--- src/rtl/alarm_clock_controller_pkg.sv ---
// Shared types for the alarm clock: FSM states, mode codes, BCD digit types.
// The 12 h display helper is only referenced when ALARM_CLOCK_TWELVE_HOUR_EN is defined.
package alarm_clock_pkg;

  typedef enum logic [1:0] {
    ST_IDLE    = 2'd0,
    ST_RINGING = 2'd1,
    ST_SNOOZED = 2'd2
  } alarm_state_e;

  localparam logic [1:0] MODE_RUN       = 2'b00;
  localparam logic [1:0] MODE_SET_TIME  = 2'b01;
  localparam logic [1:0] MODE_SET_ALARM = 2'b10;

  typedef logic [3:0] bcd_t;

  typedef struct packed {
    bcd_t tens;
    bcd_t ones;
  } bcd2_t;

  // 24 h BCD hour -> 12 h BCD hour (00 -> 12, 13..23 -> 01..11)
  function automatic bcd2_t hour_to_12h(bcd2_t h);
    logic [4:0] b;
    bcd2_t      r;
    b = 5'({1'b0, h.tens} * 5'd10) + {1'b0, h.ones};
    if (b == 5'd0)       b = 5'd12;
    else if (b > 5'd12)  b = b - 5'd12;
    r.tens = (b >= 5'd10) ? 4'd1 : 4'd0;
    r.ones = (b >= 5'd10) ? 4'(b - 5'd10) : 4'(b);
    return r;
  endfunction

endpackage

--- src/rtl/alarm_clock_controller_if.sv ---
// Control/display bundle between the alarm-clock top level and this controller.
interface alarm_clock_controller_if;
  import alarm_clock_pkg::*;

  logic [1:0] mode;
  logic       inc_hour;
  logic       inc_min;
  logic       alarm_enable;
  logic       snooze;
  logic       stop;
  bcd_t       bcd_digit0;
  bcd_t       bcd_digit1;
  bcd_t       bcd_digit2;
  bcd_t       bcd_digit3;
  bcd_t       bcd_digit4;
  bcd_t       bcd_digit5;
  logic       alarm_trigger;
  logic       sec_tick;

  modport master (
    output mode, inc_hour, inc_min, alarm_enable, snooze, stop,
    input  bcd_digit0, bcd_digit1, bcd_digit2, bcd_digit3, bcd_digit4, bcd_digit5,
    input  alarm_trigger, sec_tick
  );

  modport slave (
    input  mode, inc_hour, inc_min, alarm_enable, snooze, stop,
    output bcd_digit0, bcd_digit1, bcd_digit2, bcd_digit3, bcd_digit4, bcd_digit5,
    output alarm_trigger, sec_tick
  );

endinterface

--- src/rtl/alarm_clock_controller_bcd2_counter.sv ---
// Two-digit BCD counter wrapping MAX -> 00, with sync clear and a carry on wrap.
// nxt_o exposes the next-state value so callers can compare against post-edge time.
module bcd2_counter
  import alarm_clock_pkg::*;
#(
  parameter int unsigned MAX     = 59,
  parameter bcd2_t       RST_VAL = '0
) (
  input  logic  clk,
  input  logic  rst_n,
  input  logic  inc_i,
  input  logic  clr_i,
  output bcd2_t q_o,
  output bcd2_t nxt_o,
  output logic  carry_o
);

  localparam bcd_t MAX_T = bcd_t'(MAX / 10);
  localparam bcd_t MAX_O = bcd_t'(MAX % 10);

  bcd2_t cnt_q, cnt_d;
  logic  at_max;

  assign at_max  = (cnt_q.tens == MAX_T) && (cnt_q.ones == MAX_O);
  assign carry_o = inc_i && !clr_i && at_max;

  always_comb begin
    cnt_d = cnt_q;
    if (clr_i) begin
      cnt_d = '0;
    end else if (inc_i) begin
      if (at_max) begin
        cnt_d = '0;
      end else if (cnt_q.ones == 4'd9) begin
        cnt_d.tens = cnt_q.tens + 4'd1;
        cnt_d.ones = 4'd0;
      end else begin
        cnt_d.ones = cnt_q.ones + 4'd1;
      end
    end
  end

  always_ff @(posedge clk or negedge rst_n) begin
    if (!rst_n) cnt_q <= RST_VAL;
    else        cnt_q <= cnt_d;
  end

  assign q_o   = cnt_q;
  assign nxt_o = cnt_d;

endmodule

--- src/rtl/alarm_clock_controller.sv ---
// Alarm clock timekeeping, alarm set-point and ring/snooze sequencer with BCD display mux.
// Define ALARM_CLOCK_TWELVE_HOUR_EN for a 12 h hour display (state stays 24 h).
module alarm_clock_controller
  import alarm_clock_pkg::*;
#(
  parameter int unsigned CLK_HZ           = 50_000_000,
  parameter int unsigned SNOOZE_SEC       = 300,
  parameter int unsigned RING_TIMEOUT_SEC = 60
) (
  input  logic                     clk,
  input  logic                     reset_n,
  alarm_clock_controller_if.slave  bus
);

  localparam int unsigned PW = (CLK_HZ > 1) ? $clog2(CLK_HZ) : 1;
  localparam int unsigned SW = $clog2(SNOOZE_SEC + 1);
  localparam int unsigned RW = $clog2(RING_TIMEOUT_SEC + 1);
  localparam logic [PW-1:0] PRE_TC = PW'(CLK_HZ - 1);

  logic set_time, set_alarm, run;
  assign set_time  = (bus.mode == MODE_SET_TIME);
  assign set_alarm = (bus.mode == MODE_SET_ALARM);
  assign run       = !set_time && !set_alarm;

  // Prescaler keeps running in SET_ALARM so timekeeping continues there
  logic [PW-1:0] pre_q, pre_d;
  logic          tick;
  assign tick  = !set_time && (pre_q == PRE_TC);
  assign pre_d = (set_time || tick) ? '0 : pre_q + PW'(1);

  always_ff @(posedge clk or negedge reset_n) begin
    if (!reset_n) pre_q <= '0;
    else          pre_q <= pre_d;
  end

  bcd2_t sec_q, min_q, hour_q, min_nxt, hour_nxt, alm_min, alm_hour;
  bcd2_t sec_nxt_unused, alm_min_nxt_unused, alm_hour_nxt_unused;
  logic  sec_carry, min_carry, hour_carry_unused, alm_min_carry_unused, alm_hour_carry_unused;
  logic  min_inc, hour_inc;

  // In SET_TIME the buttons drive minutes/hours directly and carries are suppressed
  assign min_inc  = set_time ? bus.inc_min  : sec_carry;
  assign hour_inc = set_time ? bus.inc_hour : min_carry;

  bcd2_counter #(.MAX(59)) u_sec (
    .clk(clk), .rst_n(reset_n), .inc_i(tick), .clr_i(set_time),
    .q_o(sec_q), .nxt_o(sec_nxt_unused), .carry_o(sec_carry)
  );
  bcd2_counter #(.MAX(59)) u_min (
    .clk(clk), .rst_n(reset_n), .inc_i(min_inc), .clr_i(1'b0),
    .q_o(min_q), .nxt_o(min_nxt), .carry_o(min_carry)
  );
  bcd2_counter #(.MAX(23)) u_hour (
    .clk(clk), .rst_n(reset_n), .inc_i(hour_inc), .clr_i(1'b0),
    .q_o(hour_q), .nxt_o(hour_nxt), .carry_o(hour_carry_unused)
  );
  bcd2_counter #(.MAX(59)) u_alm_min (
    .clk(clk), .rst_n(reset_n), .inc_i(set_alarm && bus.inc_min), .clr_i(1'b0),
    .q_o(alm_min), .nxt_o(alm_min_nxt_unused), .carry_o(alm_min_carry_unused)
  );
  bcd2_counter #(.MAX(23), .RST_VAL(bcd2_t'{4'd0, 4'd6})) u_alm_hour (
    .clk(clk), .rst_n(reset_n), .inc_i(set_alarm && bus.inc_hour), .clr_i(1'b0),
    .q_o(alm_hour), .nxt_o(alm_hour_nxt_unused), .carry_o(alm_hour_carry_unused)
  );

  // Only a second tick rolling into HH:MM:00 can fire; manual edits never do
  logic alarm_hit;
  assign alarm_hit = tick && sec_carry && (min_nxt == alm_min) && (hour_nxt == alm_hour);

  alarm_state_e  st_q, st_d;
  logic [RW-1:0] ring_q, ring_d;
  logic [SW-1:0] snz_q, snz_d;

  always_comb begin
    st_d   = st_q;
    ring_d = ring_q;
    snz_d  = snz_q;
    if (!bus.alarm_enable || !run) begin
      st_d = ST_IDLE;
    end else begin
      case (st_q)
        ST_IDLE: begin
          if (alarm_hit) begin
            st_d   = ST_RINGING;
            ring_d = '0;
          end
        end
        ST_RINGING: begin
          if (bus.stop) begin
            st_d = ST_IDLE;
          end else if (bus.snooze) begin
            st_d  = ST_SNOOZED;
            snz_d = SW'(SNOOZE_SEC);
          end else if (tick) begin
            ring_d = ring_q + RW'(1);
            if (ring_d == RW'(RING_TIMEOUT_SEC)) st_d = ST_IDLE;
          end
        end
        ST_SNOOZED: begin
          if (bus.stop) begin
            st_d = ST_IDLE;
          end else if (tick) begin
            if (snz_q <= SW'(1)) begin
              st_d   = ST_RINGING;
              ring_d = '0;
              snz_d  = '0;
            end else begin
              snz_d = snz_q - SW'(1);
            end
          end
        end
        default: st_d = ST_IDLE;
      endcase
    end
  end

  always_ff @(posedge clk or negedge reset_n) begin
    if (!reset_n) begin
      st_q   <= ST_IDLE;
      ring_q <= '0;
      snz_q  <= '0;
    end else begin
      st_q   <= st_d;
      ring_q <= ring_d;
      snz_q  <= snz_d;
    end
  end

  bcd2_t hr_sel, hr_disp, min_disp, sec_disp;
  always_comb begin
    hr_sel   = set_alarm ? alm_hour : hour_q;
    min_disp = set_alarm ? alm_min  : min_q;
    sec_disp = set_alarm ? '0       : sec_q;
  end

`ifdef ALARM_CLOCK_TWELVE_HOUR_EN
  assign hr_disp = hour_to_12h(hr_sel);
`else
  assign hr_disp = hr_sel;
`endif

  assign bus.bcd_digit0    = sec_disp.ones;
  assign bus.bcd_digit1    = sec_disp.tens;
  assign bus.bcd_digit2    = min_disp.ones;
  assign bus.bcd_digit3    = min_disp.tens;
  assign bus.bcd_digit4    = hr_disp.ones;
  assign bus.bcd_digit5    = hr_disp.tens;
  assign bus.alarm_trigger = (st_q == ST_RINGING);
  assign bus.sec_tick      = tick && run;

endmodule
--- src/flat_wrapper.sv ---
// flat-port wrapper written by rule: the top's interface ports become plain ports
module alarm_clock_controller_flat import alarm_clock_pkg::*;
#(
  parameter int unsigned CLK_HZ           = 50_000_000,
  parameter int unsigned SNOOZE_SEC       = 300,
  parameter int unsigned RING_TIMEOUT_SEC = 60
)
  (clk, reset_n, bus_mode, bus_inc_hour, bus_inc_min, bus_alarm_enable, bus_snooze, bus_stop, bus_bcd_digit0, bus_bcd_digit1, bus_bcd_digit2, bus_bcd_digit3, bus_bcd_digit4, bus_bcd_digit5, bus_alarm_trigger, bus_sec_tick);
  alarm_clock_controller_if bus_i ();
  input  logic clk;
  input  logic reset_n;
  input wire logic [$bits(bus_i.mode)-1:0] bus_mode;
  input wire logic [$bits(bus_i.inc_hour)-1:0] bus_inc_hour;
  input wire logic [$bits(bus_i.inc_min)-1:0] bus_inc_min;
  input wire logic [$bits(bus_i.alarm_enable)-1:0] bus_alarm_enable;
  input wire logic [$bits(bus_i.snooze)-1:0] bus_snooze;
  input wire logic [$bits(bus_i.stop)-1:0] bus_stop;
  output wire logic [$bits(bus_i.bcd_digit0)-1:0] bus_bcd_digit0;
  output wire logic [$bits(bus_i.bcd_digit1)-1:0] bus_bcd_digit1;
  output wire logic [$bits(bus_i.bcd_digit2)-1:0] bus_bcd_digit2;
  output wire logic [$bits(bus_i.bcd_digit3)-1:0] bus_bcd_digit3;
  output wire logic [$bits(bus_i.bcd_digit4)-1:0] bus_bcd_digit4;
  output wire logic [$bits(bus_i.bcd_digit5)-1:0] bus_bcd_digit5;
  output wire logic [$bits(bus_i.alarm_trigger)-1:0] bus_alarm_trigger;
  output wire logic [$bits(bus_i.sec_tick)-1:0] bus_sec_tick;
  assign bus_i.mode = bus_mode;
  assign bus_i.inc_hour = bus_inc_hour;
  assign bus_i.inc_min = bus_inc_min;
  assign bus_i.alarm_enable = bus_alarm_enable;
  assign bus_i.snooze = bus_snooze;
  assign bus_i.stop = bus_stop;
  assign bus_bcd_digit0 = bus_i.bcd_digit0;
  assign bus_bcd_digit1 = bus_i.bcd_digit1;
  assign bus_bcd_digit2 = bus_i.bcd_digit2;
  assign bus_bcd_digit3 = bus_i.bcd_digit3;
  assign bus_bcd_digit4 = bus_i.bcd_digit4;
  assign bus_bcd_digit5 = bus_i.bcd_digit5;
  assign bus_alarm_trigger = bus_i.alarm_trigger;
  assign bus_sec_tick = bus_i.sec_tick;
  alarm_clock_controller #(.CLK_HZ(CLK_HZ), .SNOOZE_SEC(SNOOZE_SEC), .RING_TIMEOUT_SEC(RING_TIMEOUT_SEC)) u_core (.clk(clk), .reset_n(reset_n), .bus(bus_i));
endmodule
--- config.mk ---
export PLATFORM = sky130hd
export DESIGN_NAME = alarm_clock_controller_flat
export DESIGN_NICKNAME = d
export VERILOG_FILES = /design/src/rtl/alarm_clock_controller_pkg.sv /design/src/rtl/alarm_clock_controller_if.sv /design/src/rtl/alarm_clock_controller_bcd2_counter.sv /design/src/rtl/alarm_clock_controller.sv /design/src/flat_wrapper.sv
export SDC_FILE = /design/constraint.sdc
export NUM_CORES = 1
export LEC_CHECK = 0
export CAP_MARGIN = 30
export CORE_AREA = 2 2 107 109
export CTS_CLUSTER_SIZE = 14
export DETAILED_ROUTE_END_ITERATION = 16
export DIE_AREA = 0 0 109 111
export GPL_ROUTABILITY_DRIVEN = 0
export GPL_TIMING_DRIVEN = 0
export PLACE_DENSITY = 0.68
export RECOVER_POWER = 50
export REMOVE_ABC_BUFFERS = 1
export SYNTH_ARGS = -nofsm -noshare
export SYNTH_HDL_FRONTEND = slang
export SYNTH_SLANG_ARGS = --single-unit
export TNS_END_PERCENT = 10
--- constraint.sdc ---
create_clock -name clk -period 6.39 [get_ports clk]
set_clock_uncertainty 0.1 [all_clocks]
set_input_delay 1.5975 -clock clk [delete_from_list [all_inputs] [get_ports clk]]
set_output_delay 1.5975 -clock clk [all_outputs]
set_load 0.005 [all_outputs]
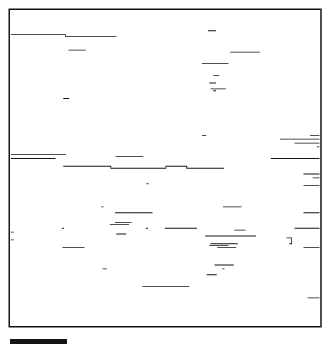
**Above:** run 1 (signal wires on met3).
The bar under the picture is 20 microns long.
The wires run mostly horizontal. The layer carries 388 microns of wire. The layer holds 3.2% of the routed length. The longest straight run is 19.3 microns.
met3 layer usage reported by global route: 3.88%
total routed wirelength: 12,000 microns
via count of the routed design: 4,451

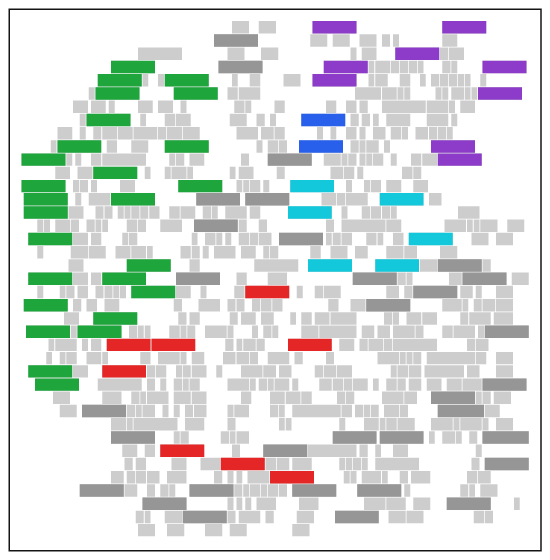
**Above:** run 1 (where the registers sit).
Other sequential cells in the stronger grey, the rest of the logic in the fainter grey.
Key: cyan = u_core.ring_q [placed flops 6]; purple = u_core.snz_q [placed flops 9, where top right]; green = u_core.pre_q [placed flops 26]; red = u_core.u_min.q_o [placed flops 8]; blue = u_core.st_q [placed flops 2]
Another 32 sequential cells are not coloured.
power of the sequential group: 0.714 mW
core utilization of the finished layout: 54.9%
register area: 0.00208 sq mm
sequential share of cell area: 34.2%

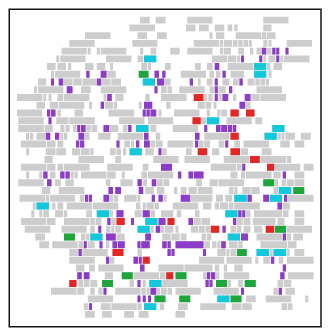
**Above:** run 1 (gate-type map).
Key: cyan = adder and majority cells [cells 24]; green = multiplexers [cells 14]; red = AND-OR and OR-AND gates [cells 17]; purple = NAND gates [cells 136]

==> flow_summary.toml, run 1 <==
# synthesis and place-and-route metrics
[status]
run_status = "finished with violations"
failing_checks = "capacitance limit, slew limit"

[clock_network]
cts_tree = "built"
post_cts_sizing_count = 0
sinks_on_clock_net = 83
post_cts.repair.setup_buffers = 0
clkLatencyLatePin_ns = 0.35
ctsHoldBuffers = 0
clock_tree.root_cell = "sky130_fd_sc_hd__clkbuf_16"
cts-root-to-sink-buffers = 2

[power]
power_frac_clock_pct = 30.2
power_mw = 1.63
sw_frac_of_total_pct = 32.9
power_report.internal_total_mw = 1.09
ir_drop_mv = 0.175
p_comb_share_pct = 25.9
powerDensity_mw_per_mm2 = 268
cellLeakagePower_nw = 2.59
netSwitchingPower_mw = 0.536

[cells_and_area]
layout-drive-gt1-share_pct = 8.57
area_delta_synth_final_pct = 13.3
comb_area_sq_mm = 0.00309
postLayoutCellArea_sq_mm = 0.00608
final_nets = 658
filler_cell_count = 1004
finalNonFillerCells = 773

[setup_path]
rr_endpoint = "u_core.ring_q[3]"
max_stage_delay_ns = 0.57
worstSetupStartpoint = "bus_mode[0]"
worst_path_dominant_cell_family = "buffers and inverters"
critPathMaxFanout = 24
timing.critical_path.from_type = "input pin"
critical-path-slowest-cell = "sky130_fd_sc_hd__ha_1"
rr_worst_depth = 10
critPathBufInv = 4
cell_breakdown_of_the_critical_path = "dlygate4sd3_1 -> inv_1 -> ha_1 -> buf_16 -> mux2_2 -> clkdlybuf4s50_1"
cp.depth = 6
reg2reg_from = "u_core.u_min.q_o[0]"
worst-endpoint-required_ns = 4.69

[die]
die_height_microns = 111
io_pins = 35
chip_area_sq_mm = 0.0121
fp-utilization_pct = 48.5
core_area_sq_mm = 0.0111
floorplan.die.width_microns = 109

[run]
tool_warning_count = 36
maxCapViolations = 1

[synthesis]
mappedNetlistArea_sq_mm = 0.00537
synth.ff_latch_count = 83
yosys.area.top_type = "sky130_fd_sc_hd__dfrtp_1"
synth.top_cells.by_area = "sky130_fd_sc_hd__dfrtp_1, sky130_fd_sc_hd__ha_1, sky130_fd_sc_hd__nand2_1"
yosys.cell_types.count = 74
synth_dominant_cell_count = "sky130_fd_sc_hd__dfrtp_1"
synth.top_cells.by_count = "sky130_fd_sc_hd__dfrtp_1, sky130_fd_sc_hd__nand2_1, sky130_fd_sc_hd__nor2_1"
fraction_of_registers_with_async_set_or_reset_after_synthesis_pct = 100
syn-mean-instance-area_sq_um = 8.95
yosys_warnings = 0
yosys_chip_area_sq_mm = 0.00537
synth.top_cell.area_share_pct = 37.8
ys_cells = 600

[drt]
drt_drc_violations_left = 0
drt_first_pass_iters = 4
post_drt_via_cell_ratio = 5.76
ant_nets = 0
detail_route.iter0.violations = 302

[placed_design]
dpl-instance-area_sq_mm = 0.00582
placedCellCount = 756

[worst_hold_path]
holdCritStartpoint = "u_core.pre_q[0]"
whs_path_depth = 1
hold_class = "register to register"
hold_path_end = "u_core.pre_q[0]"

[global_route]
grt_first_pass_wirelength_microns = 21000
groute.usage.overall_pct = 21.7
antenna_found_initial = 0
grt_overflow = 0

[timing]
setup_total_negative_slack_ns = 0
hold_violations_final = 0
period_used_pct = 86.6
post-route-min-period_ns = 5.53
number_of_pins_with_negative_max_slew_slack_in_the_final_report = 70
setup_repair_after_global_routing_missed_its_margin = "false"
setup-violations-final = 0
-- run 1: power by group through the flow --
stage / clock network (mW) / logic [mW] / registers [mW]
finish: 0.493 / 0.422 / 0.714
floorplan: 0 / 0.291 / 0.687
detailed placement: 0 / 0.420 / 0.721
global route: 0.525 / 0.479 / 0.729
global placement: 0 / 0.405 / 0.716
CTS: 0.504 / 0.423 / 0.712
-- run 1: final cells by class --
type                       instances  area share (%)
inverter                          22            1.36
timing repair buffer              37            6.17
clock inverter                     2           0.165
sequential                        83            34.2
clock buffer                      14            4.34
tap                              143            2.94
multi-input combinational        472            50.8
-- run 1: worst reg2reg max path, stage by stage, from the launching register on --
cell and delay, ns:
sky130_fd_sc_hd__dfrtp_1 0.49, sky130_fd_sc_hd__ha_1 0.24, sky130_fd_sc_hd__nand3b_1 0.27, sky130_fd_sc_hd__nor4_2 0.43, sky130_fd_sc_hd__nand3_2 0.19, sky130_fd_sc_hd__nand2_1 0.20, sky130_fd_sc_hd__mux2_2 0.38, sky130_fd_sc_hd__xor2_1 0.18
sky130_fd_sc_hd__a2111oi_4 0.41, sky130_fd_sc_hd__nand3_2 0.22, sky130_fd_sc_hd__a311o_1 0.40
-- run 1: kinds of logic after synthesis --
| kind of cell | Yosys count | share of synthesized area (%) |
|---|---|---|
| compound gates | 110 | 13.7 |
| fa+ha+maj | 24 | 5.59 |
| buf+inv | 45 | 3.71 |
| flops | 83 | 38.7 |
| simple gates | 284 | 28.6 |
| mux | 14 | 2.89 |
| xor+xnor | 40 | 6.78 |
-- run 1: cell usage in the layout (no fill, tap or decap), drive strengths merged, types with 11 or more instances in the layout --
master	synthesis	layout
a21oi	20	20
o21ai	42	42
nand2	70	70
dfrtp	81	81
xnor2	15	15
nand3	40	40
xor2	24	24
nor2b	11	11
nor3	12	12
mux2	12	12
ha	24	24
clkdlybuf4s50	0	32
clkbuf	11	16
inv	22	22
nor2	59	59
and3	12	12
-- run 1: flip-flops by register name, indices dropped and copies added (netlist names) --
name / count
u_core.pre_q: 26
u_core.u_alm_min.q_o: 8
u_core.u_sec.q_o: 8
u_core.u_hour.q_o: 8
u_core.st_q: 2
u_core.u_alm_hour.q_o: 8
u_core.ring_q: 6
u_core.snz_q: 9
u_core.u_min.q_o: 8
-- run 1: worst max-delay path by stage --
stage / slack (ns) / endpoint
2_1_floorplan: 1.90 / bus_bcd_digit2[0]
5_1_grt: 0.45 / u_core.pre_q[17]
3_5_place_dp: 0.98 / u_core.ring_q[3]
4_1_cts: 0.97 / bus_bcd_digit2[0]
3_3_place_gp: 0.50 / u_core.pre_q[18]
6_report: 0.86 / bus_bcd_digit2[0]
-- run 1: per-stage QoR --
stage	hold WS [ns]	setup slack, ns
global route	0.418	0.451
floorplan	0.325	1.90
detailed placement	0.352	0.979
finish	0.358	0.858
global placement	0.341	0.495
CTS	0.360	0.966
-- run 1: layer usage --
metal	vias to the layer above	wire [microns]	GRT usage, %
met5	-	0	0
met4	0	235	8.21
met3	20	387	3.88
met2	69	5670	34.7
met1	2169	5740	28.9
li1	2193	-	-
**Run 1: track usage over the die**

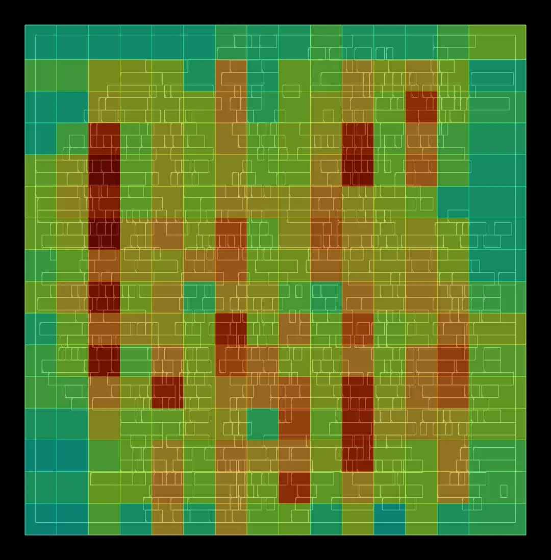

==> run 1 -> run 2 <==
--- a/config.mk
+++ b/config.mk
@@ -6,14 +6,15 @@
 export NUM_CORES = 1
 export LEC_CHECK = 0
 export CAP_MARGIN = 30
+export CELL_PAD_IN_SITES_DETAIL_PLACEMENT = 0
+export CELL_PAD_IN_SITES_GLOBAL_PLACEMENT = 1
 export CORE_AREA = 2 2 107 109
 export CTS_CLUSTER_SIZE = 14
 export DETAILED_ROUTE_END_ITERATION = 16
 export DIE_AREA = 0 0 109 111
-export GPL_ROUTABILITY_DRIVEN = 0
 export GPL_TIMING_DRIVEN = 0
-export PLACE_DENSITY = 0.68
-export RECOVER_POWER = 50
+export PLACE_DENSITY_LB_ADDON = 0.1
+export RECOVER_POWER = 100
 export REMOVE_ABC_BUFFERS = 1
 export SYNTH_ARGS = -nofsm -noshare
 export SYNTH_HDL_FRONTEND = slang
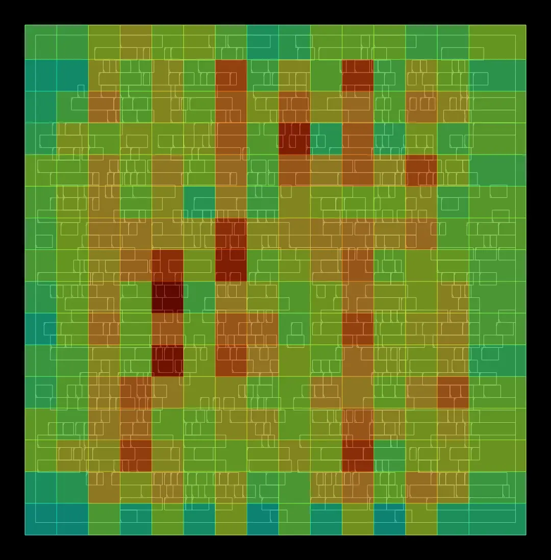
**Above:** run 2 (track usage over the die).
Routed WL per cell: 15.9 microns
core utilization of the finished layout: 54.9%
overall global routing resource usage: 21.8%
met1 routing resource usage after global routing: 30.7%
met3 layer usage reported by global route: 3.70%

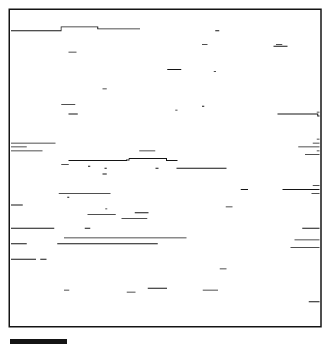
**Above:** run 2 (signal wires on met3).
The bar under the picture is 20 microns long.
The wires run mostly horizontal. The layer holds 3.5% of the routed length. The longest straight run is 42.8 microns.
via count of the routed design: 4,402
total routed wirelength: 12,300 microns

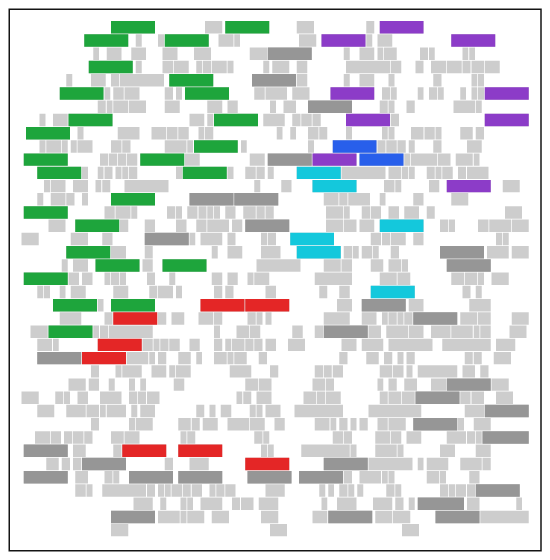
**Above:** run 2 (where the registers sit).
Other sequential cells in the stronger grey, the rest of the logic in the fainter grey.
Key: cyan = u_core.ring_q [placed flops 6, where middle]; green = u_core.pre_q [placed flops 26]; blue = u_core.st_q [placed flops 2]; purple = u_core.snz_q [placed flops 9]; red = u_core.u_min.q_o [placed flops 8]

==> flow_summary.toml, run 2 <==
# synthesis and place-and-route metrics
[clock_network]
post_cts.repair.setup_buffers = 0
sinks_on_clock_net = 83
cts_tree = "built"
cts-root-to-sink-buffers = 2
clkLatencyLatePin_ns = 0.35
clock_tree.root_cell = "sky130_fd_sc_hd__clkbuf_16"

[timing]
number_of_pins_with_negative_max_slew_slack_in_the_final_report = 29
setup_total_negative_slack_ns = 0
setup-violations-final = 0
final_critical_path_setup_slack_ns = 0.651
period_used_pct = 89.8
post-route-min-period_ns = 5.74

[global_route]
grt_overflow = 0
antenna_found_initial = 0
grt_first_pass_wirelength_microns = 20800

[synthesis]
mappedNetlistArea_sq_mm = 0.00537
synth.top_cell.area_share_pct = 37.8
ys_cells = 600
synth.top_cells.by_count = "sky130_fd_sc_hd__dfrtp_1, sky130_fd_sc_hd__nand2_1, sky130_fd_sc_hd__nor2_1"
yosys_chip_area_sq_mm = 0.00537
synth.top_cells.by_area = "sky130_fd_sc_hd__dfrtp_1, sky130_fd_sc_hd__ha_1, sky130_fd_sc_hd__nand2_1"
yosys.cell_types.count = 74
fraction_of_registers_with_async_set_or_reset_after_synthesis_pct = 100
yosys_warnings = 0
synth_dominant_cell_count = "sky130_fd_sc_hd__dfrtp_1"

[drt]
ant_nets = 0
post_drt_via_cell_ratio = 5.70
drt_first_pass_iters = 4
drt_drc_violations_left = 0

[setup_path]
worst_path_dominant_cell_family = "buffers and inverters"
critPathMaxFanout = 23
max_stage_delay_ns = 0.65
worst-endpoint-required_ns = 4.69
critPathBufInv = 4
timing.critical_path.from_type = "input pin"
critical-path-slowest-cell = "sky130_fd_sc_hd__ha_1"
cell_breakdown_of_the_critical_path = "dlygate4sd3_1 -> inv_1 -> ha_1 -> buf_16 -> mux2_2 -> dlygate4sd3_1"

[power]
powerDensity_mw_per_mm2 = 270
cellLeakagePower_nw = 2.64
ir_drop_mv = 0.172

[cells_and_area]
largest_reg_flops = 26
postLayoutCellArea_sq_mm = 0.00608
largestRegisters = "u_core.pre_q (26), u_core.snz_q (9)"
final_common_cell = "sky130_fd_sc_hd__dfrtp_1"
layout.cells.most_common_list = "sky130_fd_sc_hd__dfrtp_1, sky130_fd_sc_hd__nand2_1, sky130_fd_sc_hd__nor2_1"
final_nets = 658
register_containing_the_most_flip_flops_in_the_final_layout = "u_core.pre_q"
finalNonFillerCells = 772

[status]
failing_checks = "capacitance limit, slew limit"
run_status = "finished with violations"

[placed_design]
preCtsSetupSlack_ns = 0.911
dpl-instance-area_sq_mm = 0.00585
placedCellCount = 757

[die]
fp-utilization_pct = 48.5
core_area_sq_mm = 0.0111
chip_area_sq_mm = 0.0121
floorplan.die.width_microns = 109
io_pins = 35
die_height_microns = 111

[run]
maxCapViolations = 1
tool_warning_count = 36
-- run 2: cell counts after synthesis --
No cell type changed its count.
-- run 2: where the power goes --
part	internal, mW	total [mW]	switching [mW]	leakage, nW
registers	0.598	0.715	0.117	1.06
clock network	0.299	0.516	0.217	0.134
logic	0.202	0.409	0.207	1.44
-- run 2: per-stage QoR --
stage	total power, mW	util (%)
2_1_floorplan	0.978	-
3_3_place_gp	1.13	52.1
3_5_place_dp	1.14	52.8
4_1_cts	1.66	55.4
5_1_grt	1.74	54.9
6_report	1.64	54.9
-- run 2: metal layers --
metal,global-route usage [%],up-vias,routed length [microns]
met4,9.91,0,342
met2,32.6,77,5480
met3,3.70,25,425
met1,30.7,2113,6060
li1,-,2187,-
met5,0,-,0
-- run 2: final cells by class --
cell class                 count  area [sq um]
sequential                    83          2080
timing repair buffer          37           393
inverter                      22          82.6
clock inverter                 5          55.1
clock buffer                  10           229
fill                        1011          4990
tap                          143           179
multi-input combinational    472          3070
-- run 2: cell families after synthesis --
family          after synthesis  share of synthesized area (%)
compound gates              110                           13.7
xor+xnor                     40                           6.78
fa+ha+maj                    24                           5.59
buf+inv                      45                           3.71
flops                        83                           38.7
mux                          14                           2.89
simple gates                284                           28.6
-- run 2: worst register-to-register path, delay by kind of cell (launching register included) --
| family | cells | cell delay, ns |
|---|---|---|
| XOR/XNOR | 1 | 0.18 |
| AND/OR/NAND/NOR | 5 | 1.43 |
| adder cells (fa/ha/maj) | 1 | 0.25 |
| flip-flops | 1 | 0.49 |
| multiplexers | 1 | 0.37 |
| AND-OR/OR-AND | 2 | 0.81 |
-- run 2: path summary, 6_finish.rpt --
kind	startpoint	endpoint	slack, ns	depth (start not counted)
worst max-delay path	bus_mode[0]	bus_bcd_digit2[3]	0.65	6
max in group asynchronous	reset_n	u_core.u_alm_hour.q_o[2]	3.58	2
worst min register to register	u_core.pre_q[0]	u_core.pre_q[0]	0.36	1
worst max register to register	u_core.u_min.q_o[0]	u_core.ring_q[3]	2.66	10
worst min-delay path	u_core.pre_q[0]	u_core.pre_q[0]	0.36	1
min in group asynchronous	reset_n	u_core.u_alm_hour.q_o[0]	1.60	1
**Run 2: signal wires on met2**

Cells faint in the background.
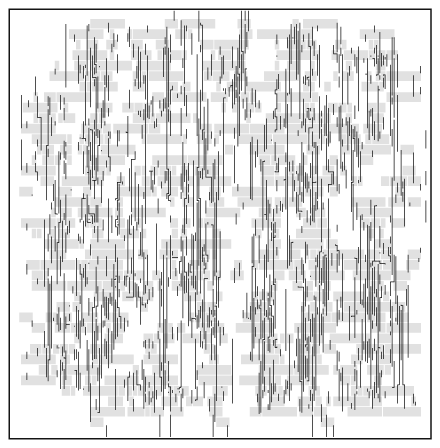

==> run 2 -> run 3 <==
--- a/config.mk
+++ b/config.mk
@@ -8,14 +8,15 @@
 export CAP_MARGIN = 30
 export CELL_PAD_IN_SITES_DETAIL_PLACEMENT = 0
 export CELL_PAD_IN_SITES_GLOBAL_PLACEMENT = 1
-export CORE_AREA = 2 2 107 109
+export CORE_AREA = 2 2 112 114
 export CTS_CLUSTER_SIZE = 14
 export DETAILED_ROUTE_END_ITERATION = 16
-export DIE_AREA = 0 0 109 111
+export DIE_AREA = 0 0 114 116
 export GPL_TIMING_DRIVEN = 0
 export PLACE_DENSITY_LB_ADDON = 0.1
 export RECOVER_POWER = 100
 export REMOVE_ABC_BUFFERS = 1
+export SLEW_MARGIN = 20
 export SYNTH_ARGS = -nofsm -noshare
 export SYNTH_HDL_FRONTEND = slang
 export SYNTH_SLANG_ARGS = --single-unit
==> constraint.sdc (replaced) <==
create_clock -name clk -period 6.2 [get_ports clk]
set_clock_uncertainty 0.1 [all_clocks]
set_input_delay 1.55 -clock clk [delete_from_list [all_inputs] [get_ports clk]]
set_output_delay 1.55 -clock clk [all_outputs]
set_load 0.005 [all_outputs]
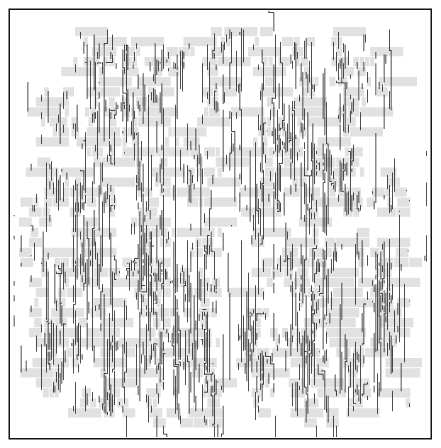
**Above:** run 3 (signal wires on met2).
Cells faint in the background.
The longest straight run is 51.0 microns. The layer holds 44% of the routed length. The wires run mostly vertical.
total routed wirelength: 12,500 microns
via count of the routed design: 4,446

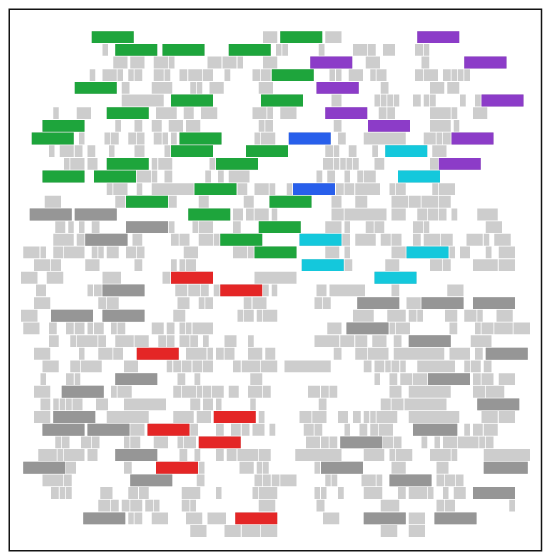
**Above:** run 3 (where the registers sit).
Other sequential cells in the stronger grey, the rest of the logic in the fainter grey.
Key: red = u_core.u_min.q_o [placed flops 8]; blue = u_core.st_q [placed flops 2]; green = u_core.pre_q [placed flops 26]; purple = u_core.snz_q [placed flops 9, where top right]; cyan = u_core.ring_q [placed flops 6, where right middle]
core utilization of the finished layout: 51.1%
sequential share of cell area: 34.2%
power of the sequential group: 0.741 mW

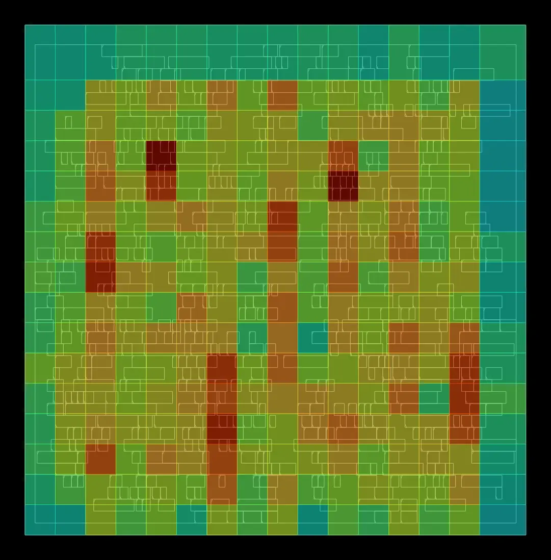
**Above:** run 3 (track usage over the die).
global route hottest layer: met2
met2 demand-to-capacity share in global routing: 31.4%
met1 routing resource usage after global routing: 28.5%
Routed WL per cell: 16.1 microns

==> flow_summary.toml, run 3 <==
# synthesis and place-and-route metrics
[cells_and_area]
sequential_cell_area_sq_mm = 0.00208
area_delta_synth_final_pct = 13.4
final_common_cell = "sky130_fd_sc_hd__dfrtp_1"
layout.cells.most_common_list = "sky130_fd_sc_hd__dfrtp_1, sky130_fd_sc_hd__nand2_1, sky130_fd_sc_hd__nor2_1"
register_containing_the_most_flip_flops_in_the_final_layout = "u_core.pre_q"
final_nets = 657
largest_reg_flops = 26
layout-drive-gt1-share_pct = 8.12
antennaDiodeCount = 0
filler_cell_count = 1131
comb_area_sq_mm = 0.00307
largestRegisters = "u_core.pre_q (26), u_core.snz_q (9)"

[drt]
ant_nets = 0
dr.max_layer_used = "met4"
post_drt_via_cell_ratio = 5.74
detail_route.iter0.violations = 237
drt_first_pass_iters = 5
wl_met1_microns = 6360
wl_met2_microns = 5520
met3_wirelength_microns = 508
drt_drc_violations_left = 0

[power]
netSwitchingPower_mw = 0.555
cellLeakagePower_nw = 2.64
power_mw = 1.73
power_report.internal_total_mw = 1.17
sw_frac_of_total_pct = 32.2
ir_drop_mv = 0.185
powerDensity_mw_per_mm2 = 284
power_frac_clock_pct = 33.1
share_seq_of_total_power_pct = 42.9
p_comb_share_pct = 24.0

[global_route]
grt_first_pass_wirelength_microns = 21100
grt_overflow = 0
antenna_found_initial = 0
grt_max_degree = 55
groute.usage.overall_pct = 20.1

[placed_design]
place.detailed.hpwl_microns = 8730
preCtsSetupSlack_ns = 0.721
numPortBuffers = 34
gp_weighted_congestion = 0.825

[die]
fp-utilization_pct = 45.1
core_area_sq_mm = 0.0119
die_height_microns = 116
floorplan.die.width_microns = 114
chip_area_sq_mm = 0.0132
io_pins = 35

[status]
failing_checks = "capacitance limit, slew limit"
run_status = "finished with violations"

[synthesis]
synth.ff_latch_count = 83
mappedNetlistArea_sq_mm = 0.00537
ys_cells = 600
yosys_warnings = 0
ys.flop_type = "sky130_fd_sc_hd__dfrtp_1"
synth.top_cell.area_share_pct = 37.8
synth_dominant_cell_count = "sky130_fd_sc_hd__dfrtp_1"
yosys_chip_area_sq_mm = 0.00537
flip_flops_with_a_built_in_enable = 0
syn-mean-instance-area_sq_um = 8.95
fraction_of_registers_with_async_set_or_reset_after_synthesis_pct = 100
synth.top_cells.by_area = "sky130_fd_sc_hd__dfrtp_1, sky130_fd_sc_hd__ha_1, sky130_fd_sc_hd__nand2_1"
yosys.cell_types.count = 74
synth.top_cells.by_count = "sky130_fd_sc_hd__dfrtp_1, sky130_fd_sc_hd__nand2_1, sky130_fd_sc_hd__nor2_1"
yosys.area.top_type = "sky130_fd_sc_hd__dfrtp_1"

[timing]
period_used_pct = 88.7
final_critical_path_setup_slack_ns = 0.702
setup-violations-final = 0
setup_repair_after_global_routing_missed_its_margin = "false"
fin_worst_hold_slack_ns = 0.357
setup_total_negative_slack_ns = 0
worst_slew_margin_rel_pct = -21.9
number_of_pins_with_negative_max_slew_slack_in_the_final_report = 30
post-route-min-period_ns = 5.50
hold_violations_final = 0

[clock_network]
clkLatencyLatePin_ns = 0.34
clock_tree.root_cell = "sky130_fd_sc_hd__clkbuf_16"
cts_tree = "built"
sinks_on_clock_net = 83
post_cts.repair.setup_buffers = 0
ctsHoldBuffers = 0
clk_transition_reported_paths_ns = 0.06
post_cts_sizing_count = 0
cts-root-to-sink-buffers = 2

[setup_path]
cell_breakdown_of_the_critical_path = "dlygate4sd3_1 -> inv_1 -> ha_2 -> mux2_2 -> dlygate4sd3_1"
critical-path-slowest-cell = "sky130_fd_sc_hd__ha_2"
critPathMaxFanout = 36
worst-endpoint-required_ns = 4.55
max_stage_delay_ns = 0.64
timing.critical_path.from_type = "input pin"

[run]
tool_warning_count = 36
maxCapViolations = 1

[worst_hold_path]
hold_class = "register to register"
## run 3: layout make-up
cell class / instances / share of cell area (%)
multi-input combinational: 472 / 50.4
tap: 147 / 3.02
clock buffer: 10 / 3.76
inverter: 22 / 1.36
clock inverter: 5 / 1.29
timing repair buffer: 36 / 6.00
sequential: 83 / 34.2
## run 3: kinds of logic after synthesis
family | after synthesis | share of synthesized area (%)
AOI/OAI and AO/OA | 110 | 13.7
xor gates and xnor gates | 40 | 6.78
adders and majority gates | 24 | 5.59
buffers and inverters | 45 | 3.71
DFF | 83 | 38.7
muxes | 14 | 2.89
and+or+nand+nor | 284 | 28.6
## run 3: final timing paths
check	from	end	slack, ns	depth (start not counted)
worst max-delay path	bus_mode[0]	bus_bcd_digit3[3]	0.70	5
worst min-delay path	u_core.pre_q[0]	u_core.pre_q[0]	0.36	1
worst max register to register	u_core.u_min.q_o[0]	u_core.ring_q[5]	2.43	10
worst min register to register	u_core.pre_q[0]	u_core.pre_q[0]	0.36	1
max in group asynchronous	reset_n	u_core.u_sec.q_o[7]	3.34	1
min in group asynchronous	reset_n	u_core.u_alm_hour.q_o[3]	1.60	1
## run 3: power by group through the flow
stage          Combinational (mW)  Sequential [mW]  Clock [mW]
2_1_floorplan               0.300            0.708           0
3_3_place_gp                0.420            0.746           0
3_5_place_dp                0.430            0.747           0
4_1_cts                     0.433            0.738       0.585
5_1_grt                     0.472            0.755       0.611
6_report                    0.415            0.741       0.571
## run 3: critical path, delay by kind of cell
kind / cells / cell delay, ns
buffers and inverters: 3 / 1.21
muxes: 1 / 0.42
adders and majority gates: 1 / 0.64
## run 3: metrics by stage
stage | std cells | util [%] | instance area [sq um]
finish | 775 | 51.1 | 6090
global route | 775 | 51.1 | 6090
CTS | 774 | 51.3 | 6110
detailed placement | 759 | 48.7 | 5800
global placement | 758 | 48.5 | 5780
floorplan | 577 | - | 5250
## run 3: metal layers
layer	up-vias	GRT usage, %
met3	8	4.50
met2	87	31.4
met5	-	0
met1	2168	28.5
met4	0	4.80
li1	2183	-
Power figures rest on the tool's default switching activity, not on a simulated workload.
